File: src/rtl/booth_operand_sequencer.sv
// rtl/booth_operand_sequencer.sv - job buffer and digit-serial Booth operand replay for the MAC tile
//
// Purpose: accepts a job of N_TERMS (activation, weight) beats, then replays it
// digit-serially to the Booth/DAA PE: outer loop over radix-4 Booth digits
// (LSB first), inner loop over terms. It issues an accumulator clear first,
// runs idle drain cycles at the end, and pulses done.
//
// Ports:
//   clk, rst          clock, asynchronous active-high reset
//   in_valid/in_ready job beat handshake; in_act, in_wgt, in_signed beat data
//   pe_inpe           activation for the current term
//   pe_w              Booth window {x2,x1,x0} of the current digit
//   pe_nep            last term of a digit (digit boundary)
//   pe_epcount        current digit index (PE save slot)
//   pe_ena, pe_clear  PE enable and accumulator clear
//   pe_signexen       signed-activation mode of the current job
//   busy, done        job in progress (CLR..DRAIN), one-cycle completion pulse
module booth_operand_sequencer #(
  parameter int N_TERMS      = 4,
  parameter int W_WIDTH      = 8,
  parameter int DRAIN_CYCLES = 2
) (
  input  logic               clk,
  input  logic               rst,
  input  logic               in_valid,
  output logic               in_ready,
  input  logic [3:0]         in_act,
  input  logic [W_WIDTH-1:0] in_wgt,
  input  logic               in_signed,
  output logic [3:0]         pe_inpe,
  output logic [2:0]         pe_w,
  output logic               pe_nep,
  output logic [3:0]         pe_epcount,
  output logic               pe_ena,
  output logic               pe_clear,
  output logic               pe_signexen,
  output logic               busy,
  output logic               done
);

  localparam int NDIG = W_WIDTH / 2;
  // Term index width; a one-term job still gets a 1-bit counter.
  localparam int KW = (N_TERMS > 1) ? $clog2(N_TERMS) : 1;
  localparam logic [KW-1:0] K_LAST = KW'(N_TERMS - 1);
  localparam logic [3:0]    J_LAST = 4'(NDIG - 1);
  localparam logic [1:0]    D_LAST = 2'(DRAIN_CYCLES - 1);

  typedef enum logic [2:0] {S_LOAD, S_CLR, S_RUN, S_DRAIN, S_DONE} state_e;

  logic [3:0]         act_buf [0:(1<<KW)-1];
  logic [W_WIDTH-1:0] wgt_buf [0:(1<<KW)-1];

  state_e        state_q, state_d;
  logic [KW-1:0] load_q, load_d;
  logic [KW-1:0] k_q, k_d;
  logic [3:0]    j_q, j_d;
  logic [1:0]    drain_q, drain_d;
  logic          sig_q, sig_d;
  logic          hs;
  logic [W_WIDTH:0] ext_w;
  logic [2:0]    win_d;

  logic       in_ready_q, pe_nep_q, pe_ena_q, pe_clear_q, busy_q, done_q;
  logic [3:0] pe_inpe_q, pe_epcount_q;
  logic [2:0] pe_w_q;

  // in_ready is high exactly in LOAD, so a LOAD beat with in_valid is a handshake.
  assign hs = (state_q == S_LOAD) && in_valid;

  always_comb begin
    state_d = state_q;
    load_d  = load_q;
    k_d     = k_q;
    j_d     = j_q;
    drain_d = drain_q;
    sig_d   = sig_q;
    case (state_q)
      S_LOAD: begin
        if (hs) begin
          if (load_q == '0) sig_d = in_signed;
          if (load_q == K_LAST) begin
            load_d  = '0;
            state_d = S_CLR;
          end else begin
            load_d = load_q + 1'b1;
          end
        end
      end
      S_CLR: begin
        k_d     = '0;
        j_d     = '0;
        state_d = S_RUN;
      end
      S_RUN: begin
        if (k_q == K_LAST) begin
          k_d = '0;
          if (j_q == J_LAST) begin
            j_d     = '0;
            drain_d = '0;
            state_d = S_DRAIN;
          end else begin
            j_d = j_q + 1'b1;
          end
        end else begin
          k_d = k_q + 1'b1;
        end
      end
      S_DRAIN: begin
        if (drain_q == D_LAST) begin
          drain_d = '0;
          state_d = S_DONE;
        end else begin
          drain_d = drain_q + 1'b1;
        end
      end
      S_DONE:  state_d = S_LOAD;
      default: state_d = S_LOAD;
    endcase
  end

  // Window for the upcoming (k, j): weight shifted left by one supplies the
  // implicit bit[-1] = 0, so digit j is bits [2j+2 : 2j] of the extended word.
  always_comb begin
    ext_w = {wgt_buf[k_d], 1'b0};
    win_d = 3'(ext_w >> {j_d, 1'b0});
  end

  always_ff @(posedge clk) begin
    if (hs) begin
      act_buf[load_q] <= in_act;
      wgt_buf[load_q] <= in_wgt;
    end
  end

  // Outputs are registered from the next state so they line up with state_q.
  always_ff @(posedge clk or posedge rst) begin
    if (rst) begin
      state_q      <= S_LOAD;
      load_q       <= '0;
      k_q          <= '0;
      j_q          <= '0;
      drain_q      <= '0;
      sig_q        <= 1'b0;
      in_ready_q   <= 1'b1;
      pe_inpe_q    <= '0;
      pe_w_q       <= '0;
      pe_nep_q     <= 1'b0;
      pe_epcount_q <= '0;
      pe_ena_q     <= 1'b0;
      pe_clear_q   <= 1'b0;
      busy_q       <= 1'b0;
      done_q       <= 1'b0;
    end else begin
      state_q      <= state_d;
      load_q       <= load_d;
      k_q          <= k_d;
      j_q          <= j_d;
      drain_q      <= drain_d;
      sig_q        <= sig_d;
      in_ready_q   <= (state_d == S_LOAD);
      pe_inpe_q    <= (state_d == S_RUN) ? act_buf[k_d] : 4'd0;
      pe_w_q       <= (state_d == S_RUN) ? win_d : 3'd0;
      pe_nep_q     <= (state_d == S_RUN) && (k_d == K_LAST);
      pe_epcount_q <= (state_d == S_RUN) ? j_d : 4'd0;
      pe_ena_q     <= (state_d == S_CLR) || (state_d == S_RUN) || (state_d == S_DRAIN);
      pe_clear_q   <= (state_d == S_CLR);
      busy_q       <= (state_d == S_CLR) || (state_d == S_RUN) || (state_d == S_DRAIN);
      done_q       <= (state_d == S_DONE);
    end
  end

  assign in_ready    = in_ready_q;
  assign pe_inpe     = pe_inpe_q;
  assign pe_w        = pe_w_q;
  assign pe_nep      = pe_nep_q;
  assign pe_epcount  = pe_epcount_q;
  assign pe_ena      = pe_ena_q;
  assign pe_clear    = pe_clear_q;
  assign pe_signexen = sig_q;
  assign busy        = busy_q;
  assign done        = done_q;

endmodule
File: config.mk
export PLATFORM = sky130hd
export DESIGN_NAME = booth_operand_sequencer
export DESIGN_NICKNAME = d
export VERILOG_FILES = /design/src/rtl/booth_operand_sequencer.sv
export SDC_FILE = /design/constraint.sdc
export NUM_CORES = 1
export LEC_CHECK = 0
export CAP_MARGIN = 0
export CORE_ASPECT_RATIO = 1.4
export CORE_MARGIN = 5
export CORE_UTILIZATION = 40
export DETAILED_ROUTE_END_ITERATION = 8
export HOLD_SLACK_MARGIN = 0.06
export REMOVE_ABC_BUFFERS = 1
export SETUP_SLACK_MARGIN = 0.02
export SLEW_MARGIN = 25
export SYNTH_ARGS = -nofsm -noshare
export SYNTH_HDL_FRONTEND = slang
export SYNTH_SLANG_ARGS = --single-unit
File: constraint.sdc
create_clock -name clk -period 6.05 [get_ports clk]
set_input_delay 1.815 -clock clk [delete_from_list [all_inputs] [get_ports clk]]
set_output_delay 1.815 -clock clk [all_outputs]
set_load 0.01 [all_outputs]
Figure 1. Routed clock nets over the placement (run 1).
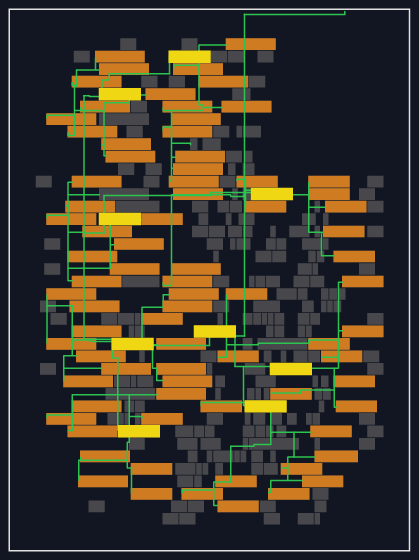
clock wires: drawn in green, length 945 µm. flip-flops: drawn in orange, count 78. clock-net drivers: drawn in yellow, count 9.
There are 10 routed clock nets.

Figure 2. Signal wires on met2 (run 1).
The bar under the picture is 20 µm long.
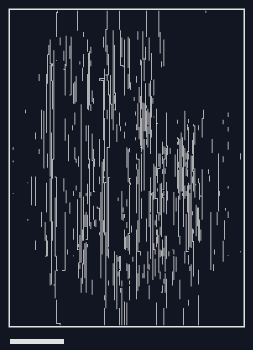
The layer holds 54% of the routed length. 240 nets have wire on it.
Total Routed Length: 5990 µm
Vias: 1899

==> changes_impl.md, run 1 <==
## Flow update

- Status: completed
- Num tapcells: 102
- FILL cells: 733
- DRC viols: 0
- Switch Pwr: 0.715 mW
- Sw Share: 0.316
- Worst Hold Path Cells: 1
- Top area cell types: edfxtp_1 44%, dfrtp_1 22%, mux2i_1 7.3%
- Grt met3 use: 0.0399
- Invs w/o clock: 11
- CP Class: input pin to flip-flop
- Worst vdd ir: 0.240 mV
- PwrDens: 552 mW/mm²
- Final max-slew violation count: 0
- Crit share post-route: 0.567
- ClkCell Share: 0.0940
- Global-route wire length before repair: 10200 µm
- Seq pwr share: 0.329
- GR Util met2: 0.226
- Most common cell in the netlist: edfxtp_1
- Reg2reg setup slack: 3.06 ns
- Mapped Area: 0.00331 mm²
- Worst R2R Start: k_q[0]$_DFF_PP0_
- Fin crit period: 3.43 ns
- Area leader share: 0.436
- Setup-failing EPs final: 0
- Final hold slack: 0.512 ns
- Die extent in x: 86.9 µm
- Data buffer area share: 0.0861
- Simple share: 0.0968
- Hold/Removal Path Class: flip-flop to flip-flop
- Combinational power share: 0.368
- Reg2reg path depth: 7
- Critical path peak fanout: 13
- Comb gates: 134
- Max Cap Viol: 0
- Seq power: 0.745 mW
- Final RePlAce weighted congestion: 0.749
- Clock Power Share: 0.302
- Setup WS pre-CTS: 2.24 ns
- Synth mux share: 0.101
- Clk power: 0.684 mW
- Crit-path slowest cell: and2_1
- LEAKAGE: 1.64 nW
- Synth Area per Inst: 14.2 µm²
- CP peak stage delay: 0.55 ns
- Ys async rst share: 0.385
- Crit start category: input pin
- Grt peak-use layer: met2
- Met3 routed WL: 227 µm
- HPWL Detailed: 3970 µm
- Layout cells sized above 1: 0.124
- Nets: 292
- Worst-path clk slew: 0.06 ns
Figure 3. Placement by cell class (run 1).
The bar under the picture is 20 µm long. Fill, decap, tap and diode cells in grey.
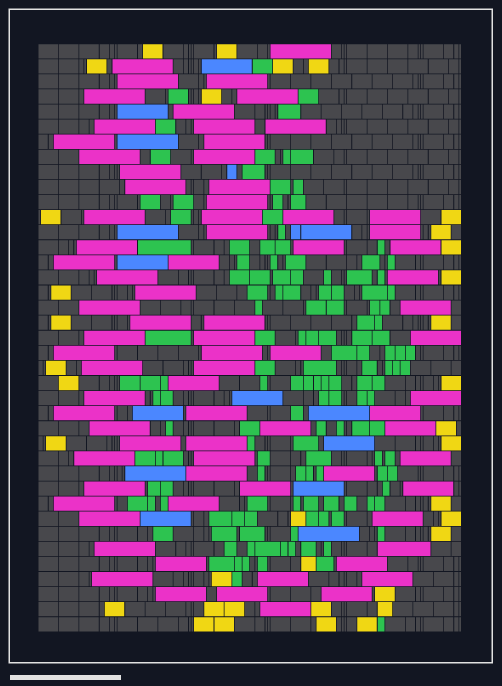
remaining logic cells: drawn in green, cells 145, share of their area 26%. clock drivers and dummy loads: drawn in blue, cells 16, share of their area 9.7%. registers: drawn in magenta, cells 78, share of their area 55%. remaining buffers and delay cells: drawn in yellow, cells 36, share of their area 8.9%.
core area: 0.00810 mm²
Rows: 39
sequential share of cell area: 0.535

Figure 4. Cell outlines without signal wires (run 1).
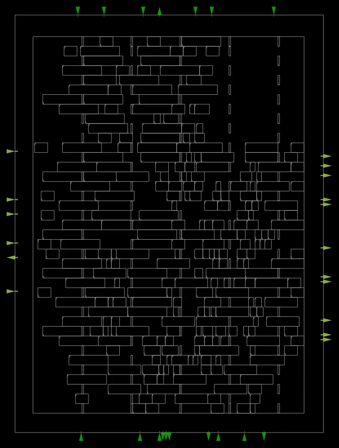

==> run 2: changes to the inputs <==
==> constraint.sdc (replaced) <==
create_clock -name clk -period 3.4 [get_ports clk]
set_input_delay 1.02 -clock clk [delete_from_list [all_inputs] [get_ports clk]]
set_output_delay 1.02 -clock clk [all_outputs]
set_load 0.01 [all_outputs]
Figure 5. Cell outlines without signal wires (run 2).
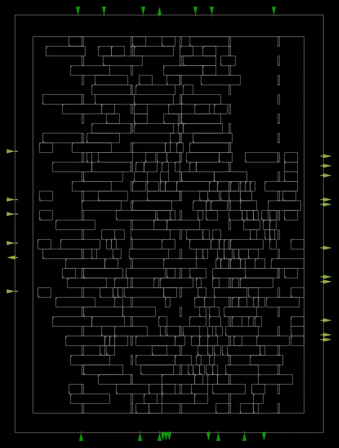
final std cells w/o fill: 383
sequential share of cell area: 0.546
utilization after layout: 0.496
FILL cells: 737
Flop Count: 78

Figure 6. Power grid (run 2).
Pins as bars on the die edge. Tap cells in grey.
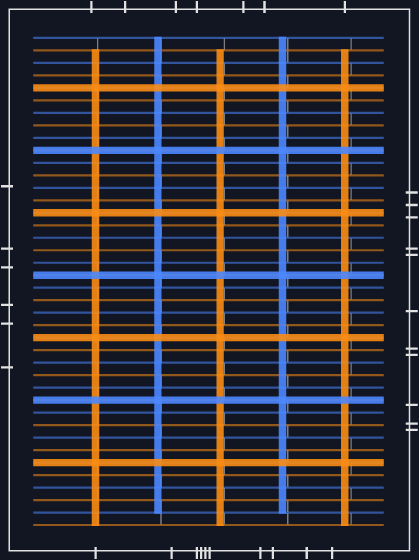
VDD: drawn in blue. VSS: drawn in orange.
5 straps on met4. 34 signal pins sit on the boundary. The core has 39 rows.
worst vdd ir: 0.326 mV
Die Y: 118 µm
die extent in x: 86.9 µm

Figure 7. Placement by cell class (run 2).
The bar under the picture is 20 µm long. Fill, decap, tap and diode cells in grey.
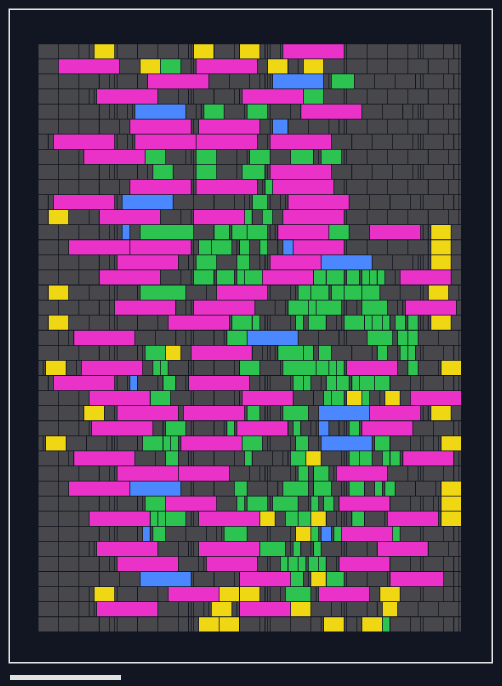
clock drivers and dummy loads: drawn in blue, cells 16, share of their area 6.7%. remaining buffers and delay cells: drawn in yellow, cells 42, share of their area 10%. registers: drawn in magenta, cells 78, share of their area 56%. remaining logic cells: drawn in green, cells 145, share of their area 27%.

==> run 2 against run 1 <==
Against the previous run: clock-buffer cell count up 2; area after synthesis unchanged; non-clock buffer count up 6; clock power up 22%; register-to-register slack worse by 2.4 ns; clock skew up 0.0016 ns; total power up 63%; synthesized cell count unchanged; critical endpoint is now pe_w[1]$_DFF_PP0_; largest power group unchanged.
==> changes_impl.md, run 2 <==
## Flow update

- Layout cells sized above 1: 0.132 (+0.00804)
- Crit start category: flip-flop
- Final RePlAce weighted congestion: 0.732 (-2.3%)
- Slew HR: 0.600
- Fin crit period: 2.70 ns
- Setup-failing EPs final: 0 (unchanged)
- Critical path peak fanout: 13 (unchanged)
- Num tapcells: 102 (unchanged)
- Worst R2R Start: k_q[0]$_DFF_PP0_
- Sequential Area: 0.00219 mm²
- Ys async rst share: 0.385 (unchanged)
- CP Class: flip-flop to flip-flop
- Invs w/o clock: 11 (unchanged)
- Top Ports: 34
- Clk power: 0.833 mW (+22%)
- Status: completed
- Top_reg_cell synth: edfxtp_1
- PwrDens: 918 mW/mm² (+66%)
- Setup WS post-layout: 0.702 ns
- Internal power: 2.41 mW
- Grt peak-use layer: met2
- Sw Share: 0.347 (+0.0305)
- Switch Pwr: 1.28 mW (+79%)
- Met3 routed WL: 205 µm (-9.7%)
- Comb gates: 134 (unchanged)
- Hold/Removal Path Class: flip-flop to flip-flop
- Clk sinks: 78
- Top area cell types: edfxtp_1 44%, dfrtp_1 22%, mux2i_1 7.3%
- Synth mux share: 0.101 (unchanged)
- Setup WS pre-CTS: 0.550 ns (-1.69 ns)
- Clock Power Share: 0.226 (-0.076)
- Data buffer area share: 0.0991 (+0.0130)
- Crit-path slowest cell: o21ai_4
- Nets: 298 (+2.1%)
- Ys flops: 78
- Grt met3 use: 0.0420 (+0.00210)
- Synth Area per Inst: 14.2 µm² (unchanged)
- DRC viols: 0 (unchanged)
- Final max-slew violation count: 0 (unchanged)
- Reg2reg setup slack: 0.70 ns (-2.36 ns)
- Reg2reg path depth: 9 (+2)
- Seq pwr share: 0.358 (+0.029)
- Mapped Area: 0.00331 mm² (unchanged)
- LEAKAGE: 1.61 nW (-1.9%)
- Worst-path clk slew: 0.06 ns (about the same)
- Most common cell in the netlist: edfxtp_1
- Grt met1 use: 0.161
- Core area: 0.00810 mm² (unchanged)
- Total Routed Length: 6290 µm (+5.0%)
- Rows: 39 (unchanged)
- Vias: 1959 (+3.2%)
- Seq power: 1.32 mW (+77%)
- Area leader share: 0.436 (unchanged)
- HPWL Detailed: 4170 µm (+5.1%)
- Max Cap Viol: 0 (unchanged)
- Post-CTS setup buffer count: 0
Power and IR drop assume default switching activity.
